run_1/met3.png
Drawn at 2 px/µm.
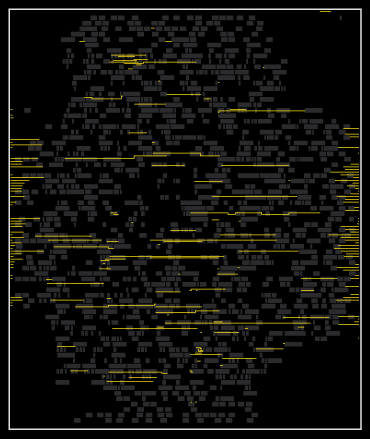
run_1/cell_classes.png
Drawn at 1.5 px/µm.
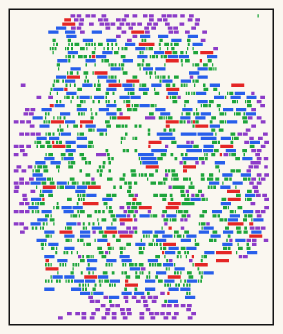
run_1/final_clocks.png
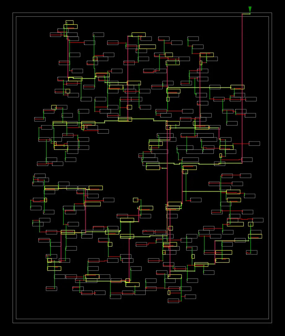
### src/rtl/rrat_pkg.sv
// Shared rename package: architectural/physical register sizing, register
// index typedefs and the hard-wired zero register constant.
package rrat_pkg;

   localparam int unsigned ARCH_REGS      = 32;
   localparam int unsigned PHYS_REG_WIDTH = 6;
   localparam int unsigned ARCH_REG_WIDTH = $clog2(ARCH_REGS);

   typedef logic [ARCH_REG_WIDTH-1:0] arch_reg_t;
   typedef logic [PHYS_REG_WIDTH-1:0] phys_reg_t;

   localparam arch_reg_t ARCH_REG_X0 = '0;

endpackage

### src/rtl/rrat_free_fifo.sv
// Small valid/ready FIFO holding physical register indices on their way back
// to the free list.
//   clk, rst          clock, synchronous active-high reset (discards entries)
//   push, push_data   enqueue; caller must not push while full
//   pop_valid         FIFO not empty
//   pop_ready         consumer takes the head entry
//   pop_data          head entry
//   count, full       registered occupancy and full flag
module rrat_free_fifo
   import rrat_pkg::*;
#(
   parameter type         data_t = phys_reg_t,
   parameter int unsigned DEPTH  = 2
) (
   input  logic                   clk,
   input  logic                   rst,
   input  logic                   push,
   input  data_t                  push_data,
   output logic                   pop_valid,
   input  logic                   pop_ready,
   output data_t                  pop_data,
   output logic [$clog2(DEPTH):0] count,
   output logic                   full
);

   localparam int unsigned   PW   = (DEPTH > 1) ? $clog2(DEPTH) : 1;
   localparam int unsigned   CW   = $clog2(DEPTH) + 1;
   localparam logic [PW-1:0] LAST = PW'(DEPTH - 1);

   data_t         mem [DEPTH];
   logic [PW-1:0] wr_ptr;
   logic [PW-1:0] rd_ptr;
   logic          do_pop;

   assign pop_valid = (count != '0);
   assign full      = (count == CW'(DEPTH));
   assign do_pop    = pop_valid && pop_ready;
   assign pop_data  = mem[rd_ptr];

   always_ff @(posedge clk) begin
      if (rst) begin
         wr_ptr <= '0;
         rd_ptr <= '0;
         count  <= '0;
      end else begin
         if (push) begin
            mem[wr_ptr] <= push_data;
            wr_ptr      <= (wr_ptr == LAST) ? '0 : wr_ptr + 1'b1;
         end
         if (do_pop) begin
            rd_ptr <= (rd_ptr == LAST) ? '0 : rd_ptr + 1'b1;
         end
         if (push && !do_pop) begin
            count <= count + 1'b1;
         end else if (!push && do_pop) begin
            count <= count - 1'b1;
         end
      end
   end

endmodule

### src/rtl/rrat.sv
// Retirement register alias table. Holds the committed arch->phys map,
// updates it once per retiring instruction, returns the superseded physical
// register through a buffered valid/ready port, and pulses restore_valid
// after a redirecting commit so the speculative RAT can copy rrat_map.
// Optional feature macro: RRAT_DOUBLE_FREE_CHECK_EN (mapped-register bitmap
// and sticky double_free_err; tied to 0 when undefined).
//   clk, rst                   clock, synchronous active-high reset
//   commit_valid/commit_ready  retire handshake
//   commit_rd, commit_pd       destination arch reg and its new phys reg
//   commit_flush               retiring instruction redirects control flow
//   free_valid/free_ready      free-list return handshake, free_pd payload
//   restore_valid              one-cycle pulse: rrat_map is post-flush map
//   rrat_map                   registered committed mapping
//   double_free_err            sticky error flag
module rrat
   import rrat_pkg::*;
#(
   parameter int unsigned ARCH_REGS      = rrat_pkg::ARCH_REGS,
   parameter int unsigned PHYS_REG_WIDTH = rrat_pkg::PHYS_REG_WIDTH,
   parameter int unsigned BUF_DEPTH      = 2
) (
   input  logic                                      clk,
   input  logic                                      rst,
   input  logic                                      commit_valid,
   output logic                                      commit_ready,
   input  logic [$clog2(ARCH_REGS)-1:0]              commit_rd,
   input  logic [PHYS_REG_WIDTH-1:0]                 commit_pd,
   input  logic                                      commit_flush,
   output logic                                      free_valid,
   input  logic                                      free_ready,
   output logic [PHYS_REG_WIDTH-1:0]                 free_pd,
   output logic                                      restore_valid,
   output logic [ARCH_REGS-1:0][PHYS_REG_WIDTH-1:0]  rrat_map,
   output logic                                      double_free_err
);

   localparam int unsigned AW = $clog2(ARCH_REGS);
   localparam int unsigned CW = $clog2(BUF_DEPTH) + 1;

   logic                      accept;
   logic                      do_write;
   logic                      fifo_full;
   logic [CW-1:0]             fifo_count;
   logic [PHYS_REG_WIDTH-1:0] old_pd;

   // Ready depends only on registered occupancy, never on free_ready.
   assign commit_ready = (fifo_count < CW'(BUF_DEPTH));
   assign accept       = commit_valid && commit_ready;
   assign do_write     = accept && (commit_rd != AW'(ARCH_REG_X0));
   assign old_pd       = rrat_map[commit_rd];

   always_ff @(posedge clk) begin
      if (rst) begin
         for (int unsigned i = 0; i < ARCH_REGS; i++) begin
            rrat_map[i] <= PHYS_REG_WIDTH'(i);
         end
         restore_valid <= 1'b0;
      end else begin
         if (do_write) begin
            rrat_map[commit_rd] <= commit_pd;
         end
         restore_valid <= accept && commit_flush;
      end
   end

   rrat_free_fifo #(
      .data_t (logic [PHYS_REG_WIDTH-1:0]),
      .DEPTH  (BUF_DEPTH)
   ) u_free_fifo (
      .clk       (clk),
      .rst       (rst),
      .push      (do_write && !fifo_full),
      .push_data (old_pd),
      .pop_valid (free_valid),
      .pop_ready (free_ready),
      .pop_data  (free_pd),
      .count     (fifo_count),
      .full      (fifo_full)
   );

`ifdef RRAT_DOUBLE_FREE_CHECK_EN
   localparam int unsigned NUM_PHYS = 2 ** PHYS_REG_WIDTH;

   logic [NUM_PHYS-1:0] mapped;

   // Clear of old precedes set of new so a same-register rewrite stays mapped.
   always_ff @(posedge clk) begin
      if (rst) begin
         for (int unsigned i = 0; i < NUM_PHYS; i++) begin
            mapped[i] <= (i < ARCH_REGS);
         end
         double_free_err <= 1'b0;
      end else if (do_write) begin
         if (mapped[commit_pd] && (commit_pd != old_pd)) begin
            double_free_err <= 1'b1;
         end
         mapped[old_pd]    <= 1'b0;
         mapped[commit_pd] <= 1'b1;
      end
   end
`else
   assign double_free_err = 1'b0;
`endif

endmodule

### config.mk
export PLATFORM = sky130hd
export DESIGN_NAME = rrat
export DESIGN_NICKNAME = d
export VERILOG_FILES = /design/src/rtl/rrat_pkg.sv /design/src/rtl/rrat_free_fifo.sv /design/src/rtl/rrat.sv
export SDC_FILE = /design/constraint.sdc
export NUM_CORES = 1
export LEC_CHECK = 0
export ABC_CLOCK_PERIOD_IN_PS = 3300
export CORE_ASPECT_RATIO = 1.2
export CORE_MARGIN = 2
export CORE_UTILIZATION = 27
export CTS_CLUSTER_DIAMETER = 40
export CTS_CLUSTER_SIZE = 10
export DETAILED_ROUTE_END_ITERATION = 7
export PLACE_DENSITY = 0.47
export SLEW_MARGIN = 30
export SYNTH_ARGS = -nofsm -noshare
export SYNTH_HDL_FRONTEND = slang
export SYNTH_HIERARCHICAL = 1
export SYNTH_SLANG_ARGS = --single-unit
export TNS_END_PERCENT = 5
### constraint.sdc
create_clock -name clk -period 3.3 [get_ports clk]
set_clock_uncertainty 0.15 [all_clocks]
set_input_delay 0.66 -clock clk [delete_from_list [all_inputs] [get_ports clk]]
set_output_delay 0.66 -clock clk [all_outputs]
set_load 0.01 [all_outputs]
==> flow_metrics.env, run 1 <==
# flow metrics
export IMPL_drc_errors=0
export IMPL_synthTopCellsByArea="dfxtp_1 42%, mux2i_1 15%, nand2_1 4.7%, edfxtp_1 3.8%, nand3b_1 3.7%"
export IMPL_synthTopCellsByCount="198 x dfxtp_1, 145 x mux2i_1, 118 x nand2_1"
export IMPL_place_gp_congestion=0.854
export IMPL_ff_type="dfxtp_1"
export IMPL_ys_warnings_count=6
export IMPL_critical_path_endpoint="free_valid"
export IMPL_layout_top_cell="clkdlybuf4s50_1"
export IMPL_synth_compound_area_share_pct=12.4
export IMPL_cap_violations=0
export IMPL_status="finished clean"
export IMPL_drt_iter0_markers=691
export IMPL_h_tree_depth=2
export IMPL_top_cell="dfxtp_1"
export IMPL_finalClockPeriodUsage_pct=84.5
export IMPL_setup_viol=0
export IMPL_grt_pass1_vias=8704
export IMPL_top_cell_area_share_pct=41.8
export IMPL_ys_ff=210
export IMPL_synth_cell_types=47
export IMPL_cts_setup_buffers=0
export IMPL_warning_count=28
export IMPL_syn_to_final_growth_pct=42.5
export IMPL_ir_drop_uv=314
export IMPL_grt_remaining_overflow=0
export IMPL_synth_seq_share_pct=45.6
export IMPL_detail_route_first_pass_iterations=6
export IMPL_hold_path_class="register to register"
export IMPL_ys_sh_mux_pct=16.0
export IMPL_dieArea_um2=36600
export IMPL_slew_violations=0
export IMPL_p_leak_uw=0.00521
export IMPL_top_area_cell="dfxtp_1"
export IMPL_r2r_cells=6
export IMPL_antenna_found_initial=0
export IMPL_fin_nets=1265
export IMPL_num_vias=8750
Back to the opening pictures, met3.png:
longest straight run: 72.7 µm
nets with wire on the layer: 148
main direction: horizontal

Back to the opening pictures, cell_classes.png:
| class | color | cells |
|---|---|---|
| all other logic | green | 738 |
| other buffers and delay cells | purple | 260 |
| flip-flops | blue | 210 |
| clock drivers and dummy loads | red | 68 |

Back to the opening pictures, final_clocks.png:
CTS buffer count: 38
# clk buffers: 47
clk pwr: 3910 µW
Seq cells: 210
Worst-Skew Late Latency: 0.52 ns

## run 1: critical path: stages, from the launching register on
cell	delay, ns
dfxtp_1	0.71
or2_2	0.22
clkdlybuf4s50_1	0.53
## run 1: area by class of cell
type	instances	share of cell area [%]
clock inverter	21	1.80
multi-input combinational	732	35.4
tap	462	4.28
timing repair buffer	260	18.8
sequential	210	32.0
clock buffer	47	7.59
inverter	6	0.167
## run 1: metrics by stage
| stage | instances | instance area [µm²] | worst slack (ns) | total power, µW | util, % |
|---|---|---|---|---|---|
| global placement | 1670 | 12200 | 0.0986 | 3550 | 35.2 |
| floorplan | 1038 | 9480 | 0.295 | 3180 | - |
| detailed placement | 1670 | 12200 | 0.115 | 3550 | 35.2 |
| global route | 1738 | 13500 | 0.437 | 7670 | 38.8 |
| CTS | 1738 | 13500 | 0.494 | 7470 | 38.8 |
| finish | 1738 | 13500 | 0.512 | 7410 | 38.8 |
## run 1: layer usage
layer	global-route usage [%]	share of wire [%]	vias to the layer above
li1	-	-	4150
met1	28.1	43	4280
met3	2.92	4.8	52
met5	0	0	-
met2	36.4	50	268
met4	5.66	2.3	0
## run 1: report_power, final
part / switching, µW / total (µW) / internal, µW
Clock: 1370 / 3910 / 2530
Sequential: 83.1 / 2720 / 2640
Combinational: 444 / 784 / 340
## run 1: flip-flops by register name, indices dropped and copies added, names as in the netlist, named ones only
| signal | cells |
|---|---|
| u_free_fifo/rd_ptr | 1 |
| rrat_map | 192 |
| restore_valid | 1 |
| u_free_fifo/wr_ptr | 1 |
| u_free_fifo/mem | 12 |
| u_free_fifo/count | 2 |
run_1/clock_map.png
Drawn at 2 px/µm.
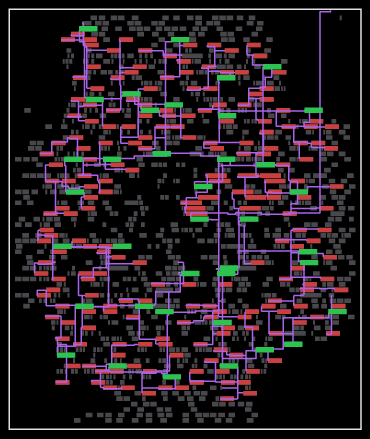

==> run 2: changes to the inputs <==
- ABC_CLOCK_PERIOD_IN_PS: 3300 -> 2700
- clock period: 3.3 -> 2.7 ns (I/O delays scaled with it)
run_2/clock_map.png
Drawn at 2 px/µm.
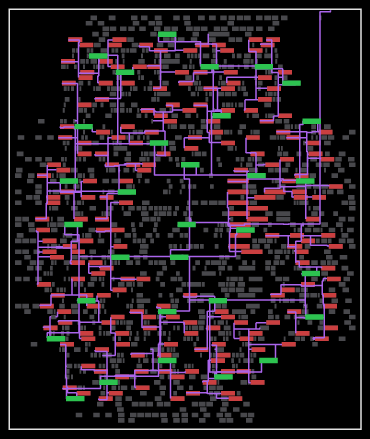
[clock wires] purple | length: 3280 µm
[cells driving clock nets] green | count: 31
[flip-flops] red | count: 210
routed clock nets: 32

run_2/met3.png
Drawn at 2 px/µm.
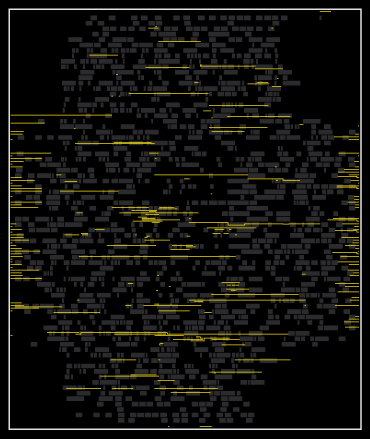
grt met3 use: 3.41%
Routed WL: 39.8 mm
Via Count: 8932

==> run 2 against run 1 <==
Effect of this change: sequential power increased by 22%; wire length decreased by 0.20%; critical path depth unchanged; non-clock buffer count increased by 51; die size unchanged; sequential share of layout area decreased by 0.54 points; global-route usage decreased by 0.14 points; worst setup slack got worse by 0.34 ns; synthesized cell count unchanged; total power increased by 12%; utilization increased by 0.69 points; final area increased by 1.8%; critical path type unchanged.
==> flow_metrics.env, run 2 <==
# flow metrics
export IMPL_status="finished clean"
export IMPL_drt_iter0_markers=698
export IMPL_largest_register_ffs=192
export IMPL_synth_seq_share_pct=45.6
export IMPL_max_stage_delay_ns=0.48
export IMPL_cpMaxStageDelayCell="clkdlybuf4s50_1"
export IMPL_finalClockPeriodUsage_pct=93.6
export IMPL_cts_setup_buffers=0
export IMPL_dpl_worst_slack_ns=-0.157
export IMPL_final_area_um2=13800
export IMPL_clk_latency_ns=0.56
export IMPL_ff_type="dfxtp_1"
export IMPL_place_gp_congestion=0.905
export IMPL_hold_path_class="primary input to register"
export IMPL_top_area_cell="dfxtp_1"
export IMPL_slew_violations=0
export IMPL_antenna_found_initial=1
export IMPL_fin_nets=1309
export IMPL_critical_path_endpoint="free_pd[3]"
export IMPL_top_cell="dfxtp_1"
export IMPL_power_uw=8300
export IMPL_final_cell_count_no_fill=1776
export IMPL_syn_to_final_growth_pct=45.1
export IMPL_synthTopCellsByArea="dfxtp_1 42%, mux2i_1 15%, nand2_1 4.7%, edfxtp_1 3.8%, nand3b_1 3.7%"
export IMPL_synth_cell_types=47
export IMPL_regMostFlops="rrat_map"
export IMPL_cp_cell_sequence="mux2_2, clkdlybuf4s50_1"
export IMPL_placedCellCount=1721
export IMPL_synthTopCellsByCount="198 x dfxtp_1, 145 x mux2i_1, 118 x nand2_1"
export IMPL_setup_viol=0
export IMPL_place_area_um2=12700
export IMPL_h_tree_depth=1
export IMPL_warning_count=27
export IMPL_dieArea_um2=36600
export IMPL_layout_top_cell="clkdlybuf4s50_1"
export IMPL_grt_pass1_vias=8749
export IMPL_detail_route_first_pass_iterations=5
export IMPL_r2r_cells=6
[run 2: cell count changes in the layout (fill, tap and decap cells not counted), moves of 2 or more]
cell        delta
dfxtp_2        +2
clkbuf_8       +4
clkinvlp_4     -4
bufinv_16      -2
clkinv_4       -3
buf_4         +42
clkbuf_16      -8
dfxtp_1        -2
buf_12         +9
[run 2: critical path: cells and delay by family (launching register included)]
kind	cells	cell delay, ns
buf+inv	1	0.48
flops	1	0.40
mux	1	0.39
[run 2: per-layer routing]
layer  global-route usage [%]  share of wire [%]
met5                        0                  0
met4                     7.24                3.2
met3                     3.41                5.5
met2                     35.9                 49
met1                     27.2                 43
[run 2: final cells by class]
cell class	count	area, µm²
fill	3510	21100
inverter	6	22.5
antenna	1	2.50
multi-input combinational	732	4790
timing repair buffer	311	3040
sequential	210	4330
clock inverter	11	121
clock buffer	43	881
tap	462	578
[run 2: cells by family (layout without fill, tap and decap cells)]
| logic type | after synthesis | count (layout) | share of synthesized area, % |
|---|---|---|---|
| buf+inv | 96 | 371 | 4.18 |
| xor+xnor | 4 | 4 | 0.370 |
| compound gates | 197 | 197 | 12.4 |
| fa+ha+maj | 1 | 1 | 0.132 |
| other cells | 1 | 2 | 0.0396 |
| mux | 151 | 151 | 16.0 |
| flops | 210 | 210 | 45.6 |
| simple gates | 378 | 378 | 21.2 |
[run 2: power by group]
part / internal [µW] / switching [µW] / total, µW
logic: 470 / 555 / 1030
clock network: 2450 / 1510 / 3950
registers: 3220 / 98.6 / 3320
[run 2: what timing repair did]
item,in CTS,in global routing
setup endpoints to repair,1,1
endpoints found under the hold margin,0,0
resized,1,1
pin swaps,0,0
cloned,0,0
Power and IR drop assume default switching activity.
